Fig. 1: run 1, metal layers overlaid
(3 px per um) Two of the layers only.
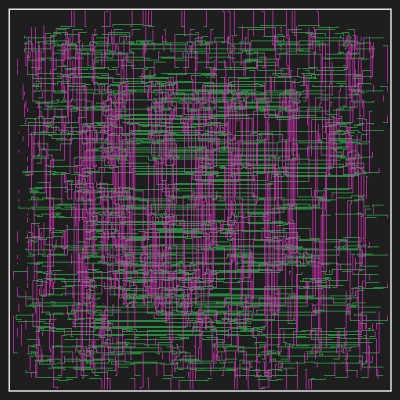
Fig. 2: run 1, the metal 2 layer
(3 px per um) Cells faint in the background.
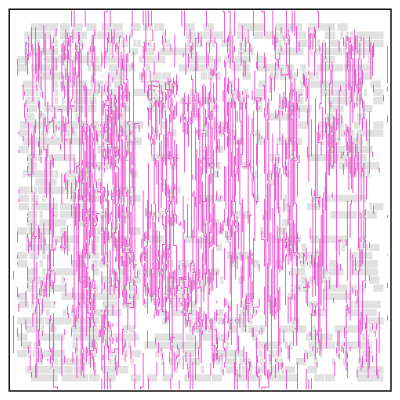
Fig. 3: run 1, close-up of the layout
Window x 43 to 83, y 43 to 83 um. Cells in gray, sequential cells in the stronger gray; small squares are vias.
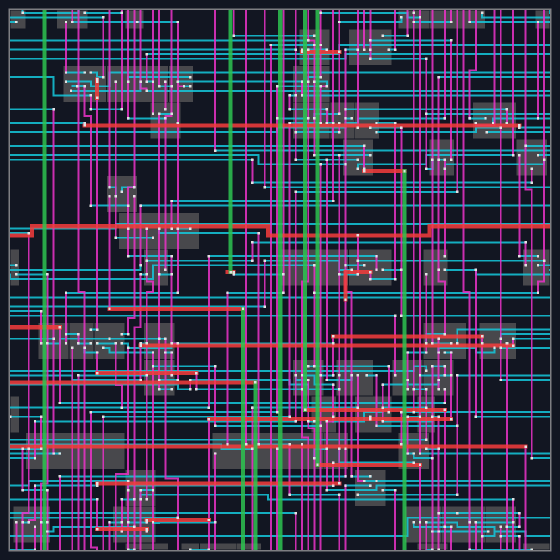
Fig. 4: run 1, ports around the boundary
(4 px per um) Pins as bars across the die edge, other pins in gray.
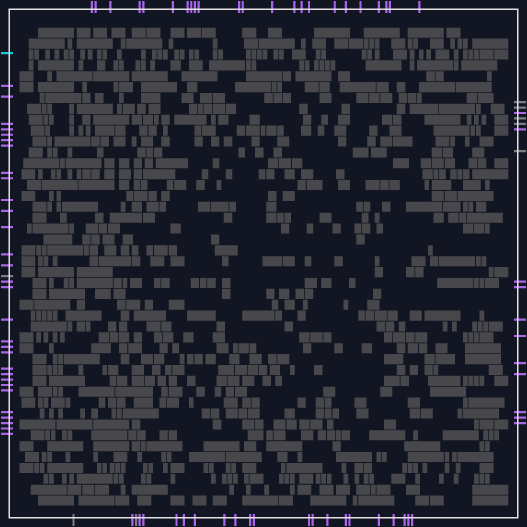
==> config.mk <==
export PLATFORM = sky130hd
export DESIGN_NAME = win_scanner
export DESIGN_NICKNAME = d
export VERILOG_FILES = /design/src/rtl/score4_pkg.sv /design/src/rtl/win_column_check.sv /design/src/rtl/win_scanner.sv
export SDC_FILE = /design/constraint.sdc
export NUM_CORES = 1
export LEC_CHECK = 0
export CAP_MARGIN = 20
export CELL_PAD_IN_SITES_DETAIL_PLACEMENT = 0
export CELL_PAD_IN_SITES_GLOBAL_PLACEMENT = 1
export CORE_MARGIN = 2
export CORE_UTILIZATION = 42
export CTS_BUF_LIST = sky130_fd_sc_hd__clkbuf_8
export CTS_CLUSTER_SIZE = 16
export DETAILED_ROUTE_END_ITERATION = 10
export PLACE_DENSITY_LB_ADDON = 0.1
export SLEW_MARGIN = 40
export SYNTH_ARGS = -nofsm -noshare
export SYNTH_HDL_FRONTEND = slang
export SYNTH_SLANG_ARGS = --single-unit
==> constraint.sdc <==
create_clock -name clk -period 3.8 [get_ports clk]
set_input_delay 0.95 -clock clk [delete_from_list [all_inputs] [get_ports clk]]
set_output_delay 0.95 -clock clk [all_outputs]
set_load 0.01 [all_outputs]
==> src/rtl/score4_pkg.sv <==
// score4_pkg: cell encoding, scan directions, FSM states and default
// board geometry shared by the win scanner and its column checker.
package score4_pkg;

    localparam int DEF_COLS    = 7;
    localparam int DEF_ROWS    = 6;
    localparam int DEF_WIN_LEN = 4;

    typedef enum logic [1:0] {
        EMPTY = 2'b00,
        P0    = 2'b01,
        P1    = 2'b10,
        BAD   = 2'b11
    } cell_t;

    typedef enum logic [1:0] {
        DIR_H  = 2'd0,
        DIR_V  = 2'd1,
        DIR_DN = 2'd2,
        DIR_UP = 2'd3
    } dir_t;

    typedef enum logic [1:0] {
        S_IDLE   = 2'd0,
        S_SCAN   = 2'd1,
        S_REPORT = 2'd2
    } state_t;

endpackage

==> src/rtl/win_column_check.sv <==
// win_column_check: combinational test of every window anchored in one
// column; reports the first hit by direction (H>V>down>up), then lowest row.
module win_column_check
    import score4_pkg::*;
#(
    parameter  int COLS    = DEF_COLS,
    parameter  int ROWS    = DEF_ROWS,
    parameter  int WIN_LEN = DEF_WIN_LEN,
    localparam int CW      = $clog2(COLS),
    localparam int RW      = $clog2(ROWS)
) (
    input  logic [COLS-1:0][ROWS-1:0][1:0] i_panel,
    input  logic [CW-1:0]                  i_col,
    input  logic [1:0]                     i_code,
    output logic                           o_hit,
    output logic [1:0]                     o_dir,
    output logic [RW-1:0]                  o_row
);

    localparam int N = 4 * ROWS;

    logic [3:0]    w_win [COLS][ROWS];
    logic [3:0]    w_sel [ROWS];
    logic          w_found [N+1];
    dir_t          w_dir [N+1];
    logic [RW-1:0] w_row [N+1];

    // Windows leaving the board resolve to 0 at elaboration time.
    for (genvar c = 0; c < COLS; c++) begin : g_c
        for (genvar r = 0; r < ROWS; r++) begin : g_r
            logic [WIN_LEN-1:0] w_h, w_v, w_dn, w_up;
            for (genvar i = 0; i < WIN_LEN; i++) begin : g_i
                if (c + i < COLS) begin : g_h_in
                    assign w_h[i] = i_panel[c+i][r] == i_code;
                end else begin : g_h_out
                    assign w_h[i] = 1'b0;
                end
                if (r + i < ROWS) begin : g_v_in
                    assign w_v[i] = i_panel[c][r+i] == i_code;
                end else begin : g_v_out
                    assign w_v[i] = 1'b0;
                end
                if (c + i < COLS && r + i < ROWS) begin : g_dn_in
                    assign w_dn[i] = i_panel[c+i][r+i] == i_code;
                end else begin : g_dn_out
                    assign w_dn[i] = 1'b0;
                end
                if (c + i < COLS && r - i >= 0) begin : g_up_in
                    assign w_up[i] = i_panel[c+i][r-i] == i_code;
                end else begin : g_up_out
                    assign w_up[i] = 1'b0;
                end
            end
            assign w_win[c][r] = {&w_up, &w_dn, &w_v, &w_h};
        end
    end

    for (genvar r = 0; r < ROWS; r++) begin : g_sel
        assign w_sel[r] = w_win[i_col][r];
    end

    assign w_found[0] = 1'b0;
    assign w_dir[0]   = DIR_H;
    assign w_row[0]   = '0;

    // Priority chain: earlier (direction, row) slots win.
    for (genvar d = 0; d < 4; d++) begin : g_pd
        for (genvar r = 0; r < ROWS; r++) begin : g_pr
            localparam int K = d * ROWS + r;
            logic w_take;
            assign w_take       = w_sel[r][d] & ~w_found[K];
            assign w_found[K+1] = w_found[K] | w_sel[r][d];
            assign w_dir[K+1]   = w_take ? dir_t'(d) : w_dir[K];
            assign w_row[K+1]   = w_take ? RW'(r) : w_row[K];
        end
    end

    assign o_hit = w_found[N];
    assign o_dir = w_dir[N];
    assign o_row = w_row[N];

endmodule

==> src/rtl/win_scanner.sv <==
// win_scanner: column-serial four-in-a-row detector with early exit.
// Define WIN_SCANNER_LOCATE_EN to add win_col/win_row/win_dir outputs.
module win_scanner
    import score4_pkg::*;
#(
    parameter int COLS    = DEF_COLS,
    parameter int ROWS    = DEF_ROWS,
    parameter int WIN_LEN = DEF_WIN_LEN
) (
    input  logic                           clk,
    input  logic                           rst,
    input  logic                           start,
    input  logic [COLS-1:0][ROWS-1:0][1:0] panel,
    input  logic                           turn,
    output logic                           busy,
    output logic                           done,
    output logic                           exists,
    output logic                           winner,
    output logic                           draw
`ifdef WIN_SCANNER_LOCATE_EN
    ,
    output logic [$clog2(COLS)-1:0]        win_col,
    output logic [$clog2(ROWS)-1:0]        win_row,
    output logic [1:0]                     win_dir
`endif
);

    localparam int CW = $clog2(COLS);
    localparam int RW = $clog2(ROWS);
    localparam logic [CW-1:0] LAST = CW'(COLS - 1);

    if (WIN_LEN < 2 || WIN_LEN > COLS || WIN_LEN > ROWS) begin : g_bad_len
        $error("win_scanner: WIN_LEN must lie in 2..min(COLS,ROWS)");
    end

    state_t                         r_state, w_next;
    logic [CW-1:0]                  r_col;
    logic [COLS-1:0][ROWS-1:0][1:0] r_panel;
    logic                           r_turn;
    logic                           r_exists, r_winner, r_draw;

    logic [1:0]           w_code;
    logic                 w_hit;
    logic [1:0]           w_dir;
    logic [RW-1:0]        w_row;
    logic [COLS*ROWS-1:0] w_open;
    logic                 w_full;

    // Only the player who just moved can have completed a run.
    assign w_code = r_turn ? P0 : P1;

    for (genvar c = 0; c < COLS; c++) begin : g_oc
        for (genvar r = 0; r < ROWS; r++) begin : g_or
            assign w_open[c*ROWS+r] = (r_panel[c][r] == EMPTY) ||
                                      (r_panel[c][r] == BAD);
        end
    end
    assign w_full = ~|w_open;

    win_column_check #(
        .COLS    (COLS),
        .ROWS    (ROWS),
        .WIN_LEN (WIN_LEN)
    ) u_check (
        .i_panel (r_panel),
        .i_col   (r_col),
        .i_code  (w_code),
        .o_hit   (w_hit),
        .o_dir   (w_dir),
        .o_row   (w_row)
    );

    always_ff @(posedge clk or posedge rst) begin
        if (rst) r_state <= S_IDLE;
        else     r_state <= w_next;
    end

    always_comb begin
        w_next = r_state;
        unique case (r_state)
            S_IDLE:   if (start) w_next = S_SCAN;
            S_SCAN:   if (w_hit || r_col == LAST) w_next = S_REPORT;
            S_REPORT: w_next = S_IDLE;
            default:  w_next = S_IDLE;
        endcase
    end

    // Results are registered on the way into REPORT so they line up with done.
    always_ff @(posedge clk or posedge rst) begin
        if (rst) begin
            r_col    <= '0;
            r_panel  <= '0;
            r_turn   <= 1'b0;
            r_exists <= 1'b0;
            r_winner <= 1'b0;
            r_draw   <= 1'b0;
        end else begin
            unique case (r_state)
                S_IDLE: begin
                    if (start) begin
                        r_panel  <= panel;
                        r_turn   <= turn;
                        r_col    <= '0;
                        r_exists <= 1'b0;
                        r_winner <= 1'b0;
                        r_draw   <= 1'b0;
                    end
                end
                S_SCAN: begin
                    if (w_hit) begin
                        r_exists <= 1'b1;
                        r_winner <= ~r_turn;
                    end else if (r_col == LAST) begin
                        r_draw <= w_full;
                    end else begin
                        r_col <= r_col + CW'(1);
                    end
                end
                default: ;
            endcase
        end
    end

    assign busy   = r_state != S_IDLE;
    assign done   = r_state == S_REPORT;
    assign exists = r_exists;
    assign winner = r_winner;
    assign draw   = r_draw;

`ifdef WIN_SCANNER_LOCATE_EN
    logic [CW-1:0] r_win_col;
    logic [RW-1:0] r_win_row;
    logic [1:0]    r_win_dir;

    always_ff @(posedge clk or posedge rst) begin
        if (rst) begin
            r_win_col <= '0;
            r_win_row <= '0;
            r_win_dir <= '0;
        end else if (r_state == S_IDLE && start) begin
            r_win_col <= '0;
            r_win_row <= '0;
            r_win_dir <= '0;
        end else if (r_state == S_SCAN && w_hit) begin
            r_win_col <= r_col;
            r_win_row <= w_row;
            r_win_dir <= w_dir;
        end
    end

    assign win_col = r_win_col;
    assign win_row = r_win_row;
    assign win_dir = r_win_dir;
`else
    logic w_unused_loc;
    assign w_unused_loc = ^{w_dir, w_row};
`endif

endmodule

==> run_summary.xml, run 1 <==
<?xml version="1.0" encoding="UTF-8"?>
<metrics>
  <group name="run_status">
    <metric name="status" unit="">completed</metric>
  </group>
  <group name="synth">
    <metric name="synth-area-yosys" unit="um2">6330</metric>
    <metric name="yosys_most_used_dff" unit="">dfrtp_1</metric>
    <metric name="synth.yosys.num_cells" unit="">780</metric>
    <metric name="fp_nets" unit="">870</metric>
    <metric name="postSynthCellCount" unit="">780</metric>
    <metric name="synthesis.area_per_instance" unit="um2">8.11</metric>
    <metric name="topCellsByArea" unit="">dfrtp_1, nand2_1, o22ai_1</metric>
    <metric name="synthDominantCellAreaShare" unit="">0.368</metric>
    <metric name="async_reset_ff_frac" unit="">1.00</metric>
    <metric name="synth-edff-count" unit="">0</metric>
    <metric name="synth_area" unit="um2">6330</metric>
    <metric name="synth.largest_area_cell" unit="">dfrtp_1</metric>
    <metric name="seq_area_frac_synth" unit="">0.368</metric>
  </group>
  <group name="global_routing">
    <metric name="grt_util_met1" unit="">0.434</metric>
    <metric name="gr-max-usage-layer" unit="">met2</metric>
    <metric name="grt_antenna_before_repair" unit="">0</metric>
    <metric name="grt_use_met3" unit="">0.0498</metric>
    <metric name="grt_pass1_vias" unit="">6154</metric>
    <metric name="grt_remaining_overflow" unit="">0</metric>
  </group>
  <group name="sta">
    <metric name="relative_max_transition_margin" unit="">0.528</metric>
    <metric name="hold_violation_total_from_the_final_report" unit="">0</metric>
    <metric name="finalMaxSlewViolations" unit="">0</metric>
    <metric name="setup_viol_count_final" unit="">0</metric>
    <metric name="grt_setup_unrepaired" unit="">false</metric>
    <metric name="clock-skew-final" unit="ns">0.0135</metric>
    <metric name="fmax" unit="MHz">306</metric>
    <metric name="fin_hold_ws" unit="ns">0.505</metric>
    <metric name="period_minus_slack" unit="ns">3.27</metric>
    <metric name="fin_tns_setup" unit="ns">0</metric>
  </group>
  <group name="cts">
    <metric name="cts.sink_count" unit="">93</metric>
    <metric name="post_cts_hold_buffer_count" unit="">0</metric>
    <metric name="ctsLongestPathBuffers" unit="">2</metric>
    <metric name="h-tree-depth" unit="">3</metric>
    <metric name="cts.reportedPaths.clkPinSlew" unit="ns">0.10</metric>
    <metric name="cts_tree" unit="">yes</metric>
    <metric name="cts.repair.resized" unit="">0</metric>
    <metric name="number_of_setup_buffers_added_after_cts" unit="">0</metric>
  </group>
  <group name="routing">
    <metric name="drt-initial-drc-count" unit="">559</metric>
    <metric name="drc_errors" unit="">0</metric>
    <metric name="top_signal_layer_used" unit="">met4</metric>
    <metric name="route.layer.met1.wl" unit="um">10900</metric>
    <metric name="detail_route.vias_per_cell" unit="">6.00</metric>
    <metric name="total_met2_wirelength_after_detailed_routing" unit="um">10800</metric>
    <metric name="firstDrtPassIters" unit="">5</metric>
  </group>
  <group name="power_and_ir_drop">
    <metric name="clock_power_share" unit="">0.112</metric>
    <metric name="fin_total_pwr" unit="W">0.00606</metric>
    <metric name="seq_cell_power" unit="W">0.00208</metric>
    <metric name="power.clock.total" unit="W">0.000677</metric>
    <metric name="ir_worst_vdd" unit="mV">0.383</metric>
    <metric name="powerDensity" unit="nW/um2">799</metric>
    <metric name="intPower" unit="W">0.00297</metric>
    <metric name="net_load_switching_power" unit="W">0.00308</metric>
    <metric name="power.static_leakage" unit="nW">3.24</metric>
  </group>
  <group name="worst_setup_path">
    <metric name="crit_type" unit="">flip-flop to flip-flop</metric>
    <metric name="critical_path_s_top_delay_family" unit="">AND-OR/OR-AND gates</metric>
    <metric name="worstPathRequired" unit="ns">4.05</metric>
    <metric name="path_buffers" unit="">1</metric>
    <metric name="timing.critical_path.cells" unit="">buf_4 &gt; or3b_2 &gt; o22ai_1 &gt; nand3_1 &gt; a32oi_1 &gt; o22ai_1 &gt; a21oi_1 &gt; o21ai_0 &gt; a21boi_0</metric>
    <metric name="critPathLaunchType" unit="">flip-flop</metric>
    <metric name="worstRegToRegCells" unit="">9</metric>
    <metric name="end_kind" unit="">flip-flop</metric>
  </group>
  <group name="finish">
    <metric name="clk_share" unit="">0.0246</metric>
    <metric name="layout_top_cell" unit="">nand2_1</metric>
    <metric name="seqAreaFraction" unit="">0.307</metric>
    <metric name="syn2layout_area_growth" unit="%">19.9</metric>
    <metric name="layout-drive-gt1-share" unit="">0.0904</metric>
    <metric name="dominant_logic_cell_types_in_the_final_layout" unit="">nand2_1, dfrtp_1, clkdlybuf4s50_1, o22ai_1, nand2b_1</metric>
    <metric name="comb_area_share" unit="">0.495</metric>
    <metric name="antenna_cells_inserted" unit="">0</metric>
    <metric name="mi_logic_area" unit="um2">3750</metric>
    <metric name="buffers" unit="">104</metric>
    <metric name="final_net_count" unit="">948</metric>
    <metric name="seqCellArea" unit="um2">2330</metric>
    <metric name="multiInputCombCellCount" unit="">641</metric>
    <metric name="largestClassByArea" unit="">logic gates</metric>
    <metric name="numSequentialCells" unit="">93</metric>
    <metric name="num-fill-cells" unit="">1392</metric>
  </group>
  <group name="min_path">
    <metric name="hold_path_depth" unit="">2</metric>
    <metric name="hold_path_class" unit="">flip-flop to flip-flop</metric>
  </group>
  <group name="floorplan">
    <metric name="die-width" unit="um">127</metric>
    <metric name="dieArea" unit="um2">16100</metric>
    <metric name="io_pins" unit="">93</metric>
    <metric name="core_area" unit="um2">14600</metric>
    <metric name="fp_util" unit="">0.432</metric>
    <metric name="tapcell.inserted" unit="">184</metric>
    <metric name="fp.dieH" unit="um">127</metric>
    <metric name="floorplan.rows" unit="">44</metric>
  </group>
  <group name="place">
    <metric name="routability_congestion_estimate" unit="">0.989</metric>
    <metric name="worst_slack_at_placement" unit="ns">0.630</metric>
    <metric name="place.port_buffers" unit="">92</metric>
  </group>
  <group name="run">
    <metric name="openroad.warnings" unit="">27</metric>
  </group>
</metrics>
About Fig. 1:
color	layer	wire length
green	metal 1	10900 um
magenta	metal 2	10800 um
global-route usage over all layers: 0.304
detailed-route wire length per cell: 22.8 um
final wirelength: 23800 um
overall via count from detail_route: 6283

About Fig. 2:
longest straight run	70.9 um
wire length on this layer	10800 um
share of all routed wire	45%
global routing usage on met2: 0.474

About Fig. 3:
color	layer
magenta	metal 2
cyan	metal 1
red	metal 3
green	metal 4
sequential cells in the window	0
cells with their middle in the window	50
most frequent	o22ai_1 (10), nand3_1 (5), a31oi_1 (5)

About Fig. 4:
color	port	pins	direction	edge
purple	`panel`	84	input	30 west, 23 north, 20 south, 11 east
cyan	`clk`	1	input	west
all pins by edge	32 west, 23 north, 22 south, 16 east

==> run 1: state kept, by name, summed over array words and instances, names as in the netlist <==
name	cells
r_state	2
r_col	3
r_panel	84
r_turn	1
draw	1
exists	1
winner	1
==> run 1: cell usage after synthesis (4+ instances only) <==
master and instances:
nor2b_1 16, nand2_1 270, mux4_2 8, nor3b_1 8
xor2_1 5, a31oi_1 10, inv_1 7, a22oi_1 8
buf_2 6, a21oi_1 21, o22ai_1 52, nor2_1 5
o21ai_0 12, mux2_2 5, clkbuf_1 18, xnor2_1 6
dfrtp_1 93, mux2i_1 5, nand3_1 21, nand3b_1 27
nand2b_1 50, nand4_1 17, o2111ai_1 5, or3b_2 23
clkbuf_8 4, or2b_2 4, a32oi_1 6, o32ai_1 4
==> run 1: per-stage QoR <==
step | cells | cell area (um2) | util
6_report | 1047 | 7590 | 0.518
5_1_grt | 1047 | 7590 | 0.518
4_1_cts | 1047 | 7580 | 0.518
3_5_place_dp | 1031 | 7390 | 0.505
3_3_place_gp | 1031 | 7390 | 0.505
2_1_floorplan | 780 | 6330 | -
==> run 1: cells by family (layout without fill, tap and decap cells) <==
logic type      after synthesis  after routing  share of synthesized area
simple gates                461            461                      0.365
compound gates              149            149                      0.162
flops                        93             93                      0.368
buf+inv                      46            129                     0.0403
mux                          18             18                     0.0453
xor+xnor                     11             11                     0.0152
fa+ha+maj                     2              2                    0.00396
==> run 1: worst paths after layout <==
check / end / startpoint / slack (ns)
min: exists / exists / 0.51
min in group asynchronous: r_panel[67] / rst / 0.90
max in group asynchronous: r_panel[31] / rst / 2.28
max: r_state[0] / r_turn / 0.53
max reg2reg: r_state[0] / r_turn / 0.53
min reg2reg: exists / exists / 0.51
==> run 2: changes to the inputs <==
--- a/config.mk
+++ b/config.mk
@@ -8,6 +8,7 @@
 export CAP_MARGIN = 20
 export CELL_PAD_IN_SITES_DETAIL_PLACEMENT = 0
 export CELL_PAD_IN_SITES_GLOBAL_PLACEMENT = 1
+export CORE_ASPECT_RATIO = 0.6
 export CORE_MARGIN = 2
 export CORE_UTILIZATION = 42
 export CTS_BUF_LIST = sky130_fd_sc_hd__clkbuf_8
==> run 2 against run 1 <==
Effect of this change:
- power is 2.8% higher
- critical endpoint unchanged
- largest cell class unchanged
- non-clock buffer count up 9
- clock power increased by 4.0%
- combinational power increased by 3%
- fmax is 4.2% lower
==> run_summary.xml, run 2 <==
<?xml version="1.0" encoding="UTF-8"?>
<metrics>
  <group name="worst_setup_path">
    <metric name="ff2ff_setup_slack" unit="ns">0.38</metric>
    <metric name="critical-path-top-cell-by-count" unit="">o22ai_1</metric>
    <metric name="max_incr_delay_on_cp" unit="ns">0.66</metric>
    <metric name="crit_type" unit="">flip-flop to flip-flop</metric>
    <metric name="crit_path_max_fanout" unit="">32</metric>
    <metric name="timing.critical_path.cells" unit="">buf_12 &gt; or3b_2 &gt; o22ai_1 &gt; a32oi_1 &gt; a22oi_1 &gt; o22ai_1 &gt; a21oi_1 &gt; o21ai_0 &gt; a21boi_0</metric>
    <metric name="critPathLaunchType" unit="">flip-flop</metric>
    <metric name="worstPathRequired" unit="ns">4.03</metric>
    <metric name="end_kind" unit="">flip-flop</metric>
    <metric name="cp-endpoint" unit="">r_state[0]</metric>
    <metric name="worstRegToRegCells" unit="">9</metric>
    <metric name="critical_path_cell_count" unit="">9</metric>
    <metric name="worstPathArrival" unit="ns">3.64</metric>
    <metric name="worst_path_max_delay_cell" unit="">dfrtp_2</metric>
    <metric name="crit-reg2reg-launch" unit="">r_turn</metric>
    <metric name="critPathLaunch" unit="">r_turn</metric>
    <metric name="timing.rr.end" unit="">r_state[0]</metric>
    <metric name="path_buffers" unit="">1</metric>
    <metric name="critical_path_s_top_delay_family" unit="">AND-OR/OR-AND gates</metric>
  </group>
  <group name="finish">
    <metric name="antenna_cells_inserted" unit="">0</metric>
    <metric name="syn2layout_area_growth" unit="%">21.3</metric>
    <metric name="largest_register" unit="">r_panel</metric>
    <metric name="num-fill-cells" unit="">1404</metric>
    <metric name="seqAreaFraction" unit="">0.303</metric>
    <metric name="numSequentialCells" unit="">93</metric>
    <metric name="layout-drive-gt1-share" unit="">0.0986</metric>
    <metric name="comb_area_share" unit="">0.489</metric>
    <metric name="area_share_nonclk_buffers" unit="">0.145</metric>
    <metric name="seqCellArea" unit="um2">2330</metric>
    <metric name="post_layout_nonfiller_instances" unit="">1070</metric>
    <metric name="dominant_logic_cell_types_in_the_final_layout" unit="">nand2_1, dfrtp_1, clkdlybuf4s50_1, o22ai_1, nand2b_1</metric>
    <metric name="multiInputCombCellCount" unit="">641</metric>
    <metric name="fin_util" unit="">0.526</metric>
    <metric name="inv_count" unit="">9</metric>
    <metric name="mi_logic_area" unit="um2">3750</metric>
    <metric name="final_net_count" unit="">957</metric>
    <metric name="buffers" unit="">113</metric>
    <metric name="layout_top_cell" unit="">nand2_1</metric>
    <metric name="largest_register_ffs" unit="">84</metric>
    <metric name="largestClassByArea" unit="">logic gates</metric>
    <metric name="clockBufferCount" unit="">9</metric>
    <metric name="clk_share" unit="">0.0256</metric>
    <metric name="top_regs" unit="">r_panel (84), r_col (3), r_state (2)</metric>
  </group>
  <group name="synth">
    <metric name="synth_area" unit="um2">6330</metric>
    <metric name="synth.cells.most_frequent" unit="">nand2_1, dfrtp_1, o22ai_1, nand2b_1, nand3b_1</metric>
    <metric name="synth-area-yosys" unit="um2">6330</metric>
    <metric name="topCellsByArea" unit="">dfrtp_1, nand2_1, o22ai_1</metric>
    <metric name="synth.largest_area_cell" unit="">dfrtp_1</metric>
    <metric name="synth-edff-count" unit="">0</metric>
    <metric name="synthMostInstantiatedCell" unit="">nand2_1</metric>
    <metric name="synth.yosys.num_cells" unit="">780</metric>
    <metric name="seq_area_frac_synth" unit="">0.368</metric>
    <metric name="postSynthCellCount" unit="">780</metric>
    <metric name="synth.distinct_cells" unit="">69</metric>
    <metric name="async_reset_ff_frac" unit="">1.00</metric>
    <metric name="fp_nets" unit="">870</metric>
    <metric name="yosysWarnings" unit="">0</metric>
    <metric name="yosys_most_used_dff" unit="">dfrtp_1</metric>
    <metric name="synthDominantCellAreaShare" unit="">0.368</metric>
    <metric name="synth_flops" unit="">93</metric>
    <metric name="synthesis.area_per_instance" unit="um2">8.11</metric>
  </group>
  <group name="sta">
    <metric name="finalClockPeriodUsage" unit="">0.899</metric>
    <metric name="relative_max_transition_margin" unit="">0.486</metric>
    <metric name="layout_setup_ws" unit="ns">0.385</metric>
    <metric name="setup_viol_count_final" unit="">0</metric>
    <metric name="clock-skew-final" unit="ns">0.0124</metric>
    <metric name="fmax" unit="MHz">293</metric>
    <metric name="finalMaxSlewViolations" unit="">0</metric>
    <metric name="fin_tns_setup" unit="ns">0</metric>
    <metric name="period_minus_slack" unit="ns">3.42</metric>
    <metric name="worst_pin_slew" unit="ns">0.770</metric>
    <metric name="hold_violation_total_from_the_final_report" unit="">0</metric>
    <metric name="grt_setup_unrepaired" unit="">false</metric>
  </group>
  <group name="floorplan">
    <metric name="tapcell.inserted" unit="">198</metric>
    <metric name="io_pins" unit="">93</metric>
    <metric name="dieArea" unit="um2">16100</metric>
    <metric name="core_area" unit="um2">14600</metric>
    <metric name="fp_util" unit="">0.434</metric>
    <metric name="floorplan.rows" unit="">34</metric>
  </group>
  <group name="routing">
    <metric name="firstDrtPassIters" unit="">6</metric>
    <metric name="routed_wire_length_per_instance" unit="um">23.4</metric>
    <metric name="drt-initial-drc-count" unit="">721</metric>
    <metric name="final_antenna_net_count" unit="">0</metric>
    <metric name="detail_route.vias_per_cell" unit="">6.11</metric>
    <metric name="final_wirelength" unit="um">25000</metric>
    <metric name="drc_errors" unit="">0</metric>
    <metric name="detailroute.via_count" unit="">6538</metric>
  </group>
  <group name="power_and_ir_drop">
    <metric name="power.static_leakage" unit="nW">3.29</metric>
    <metric name="fin_total_pwr" unit="W">0.00623</metric>
    <metric name="powerDensity" unit="nW/um2">811</metric>
    <metric name="ir_worst_vdd" unit="mV">0.381</metric>
  </group>
  <group name="cts">
    <metric name="clkLatencyLatePin" unit="ns">0.38</metric>
    <metric name="post_cts_hold_buffer_count" unit="">0</metric>
    <metric name="number_of_setup_buffers_added_after_cts" unit="">0</metric>
    <metric name="h-tree-depth" unit="">3</metric>
    <metric name="cts_tree" unit="">yes</metric>
    <metric name="ctsLongestPathBuffers" unit="">2</metric>
    <metric name="cts_buffers" unit="">9</metric>
    <metric name="cts.root.buffer_cell" unit="">clkbuf_8</metric>
    <metric name="cts.repair.resized" unit="">0</metric>
    <metric name="cts.sink_count" unit="">93</metric>
    <metric name="cts.reportedPaths.clkPinSlew" unit="ns">0.10</metric>
  </group>
  <group name="run_status">
    <metric name="status" unit="">completed</metric>
  </group>
  <group name="run">
    <metric name="openroad.warnings" unit="">27</metric>
    <metric name="drv.max_cap_violation_count" unit="">0</metric>
  </group>
  <group name="place">
    <metric name="placedCellCount" unit="">1054</metric>
    <metric name="hpwl" unit="um">19500</metric>
    <metric name="routability_congestion_estimate" unit="">1.16</metric>
    <metric name="worst_slack_at_placement" unit="ns">0.460</metric>
  </group>
  <group name="global_routing">
    <metric name="wire_length_of_the_first_global_routing_pass" unit="um">37900</metric>
    <metric name="largest_net_degree_at_the_start_of_global_routing" unit="">47</metric>
    <metric name="grt.total_usage" unit="">0.318</metric>
    <metric name="grt_antenna_before_repair" unit="">1</metric>
    <metric name="grt_pass1_vias" unit="">6285</metric>
    <metric name="grt_remaining_overflow" unit="">0</metric>
  </group>
  <group name="min_path">
    <metric name="hold_path_class" unit="">flip-flop to flip-flop</metric>
  </group>
</metrics>
## run 2: cell counts after synthesis
Identical to the previous run, type by type.
## run 2: worst min-delay path by stage
stage	from	endpoint	slack, ns	depth (start not counted)
4_1_cts	r_panel[30]	r_panel[30]	0.51	2
3_3_place_gp	r_panel[8]	r_panel[8]	0.47	2
3_5_place_dp	r_panel[30]	r_panel[30]	0.49	2
5_1_grt	r_panel[8]	r_panel[8]	0.54	2
6_report	r_panel[30]	r_panel[30]	0.51	2
2_1_floorplan	r_panel[0]	r_panel[0]	0.46	2
## run 2: through the flow
step | hold slack, ns | cell area [um2]
3_5_place_dp | 0.489 | 7470
4_1_cts | 0.512 | 7670
6_report | 0.511 | 7680
5_1_grt | 0.538 | 7680
2_1_floorplan | 0.460 | 6330
3_3_place_gp | 0.475 | 7470
## run 2: kinds of logic after synthesis
kind of cell               after synthesis  synth area share
AOI/OAI and AO/OA                      149             0.162
xor gates and xnor gates                11            0.0152
adders and majority gates                2           0.00396
buffers and inverters                   46            0.0403
DFF                                     93             0.368
muxes                                   18            0.0453
and+or+nand+nor                        461             0.365
## run 2: tightest hold or removal path, cell delays in order, from the launching register on
cell and delay, ns:
dfrtp_1 0.37, nand2_1 0.06, nand2_1 0.06
## run 2: per-layer routing
metal,vias to the layer above,share of wire,track usage
li1,2965,-,-
met1,3160,0.47,0.480
met2,366,0.39,0.431
met3,47,0.13,0.108
met4,0,0.017,0.0769
met5,-,0,0
## run 2: power breakdown
part           internal [W]  switching (W)  total [W]
combinational       0.00130        0.00211    0.00341
clock              0.000308       0.000395   0.000704
sequential          0.00145       0.000668    0.00212
total               0.00306        0.00317    0.00623
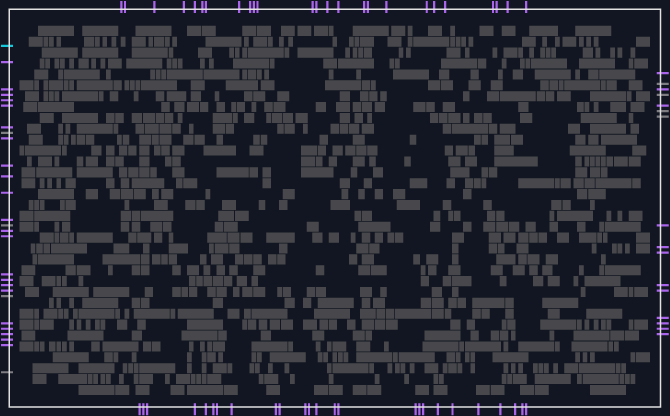
Fig. 5. Ports around the boundary (run 2).
(4 px per um) Pins as bars across the die edge, other pins in gray.
DIE WIDTH: 162 um
tally of buffers added on design ports: 92
Die H: 99.1 um

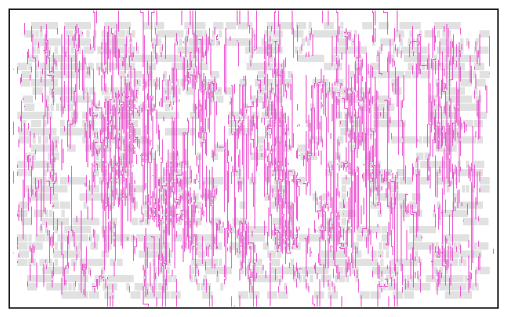
Fig. 6. The metal 2 layer (run 2).
(3 px per um) Cells faint in the background.
main direction	vertical
share of all routed wire	39%
wire length on this layer	9710 um
nets with wire on the layer	782
longest straight run	58.6 um

No activity file was given, so power comes from the tool's default toggle rates.
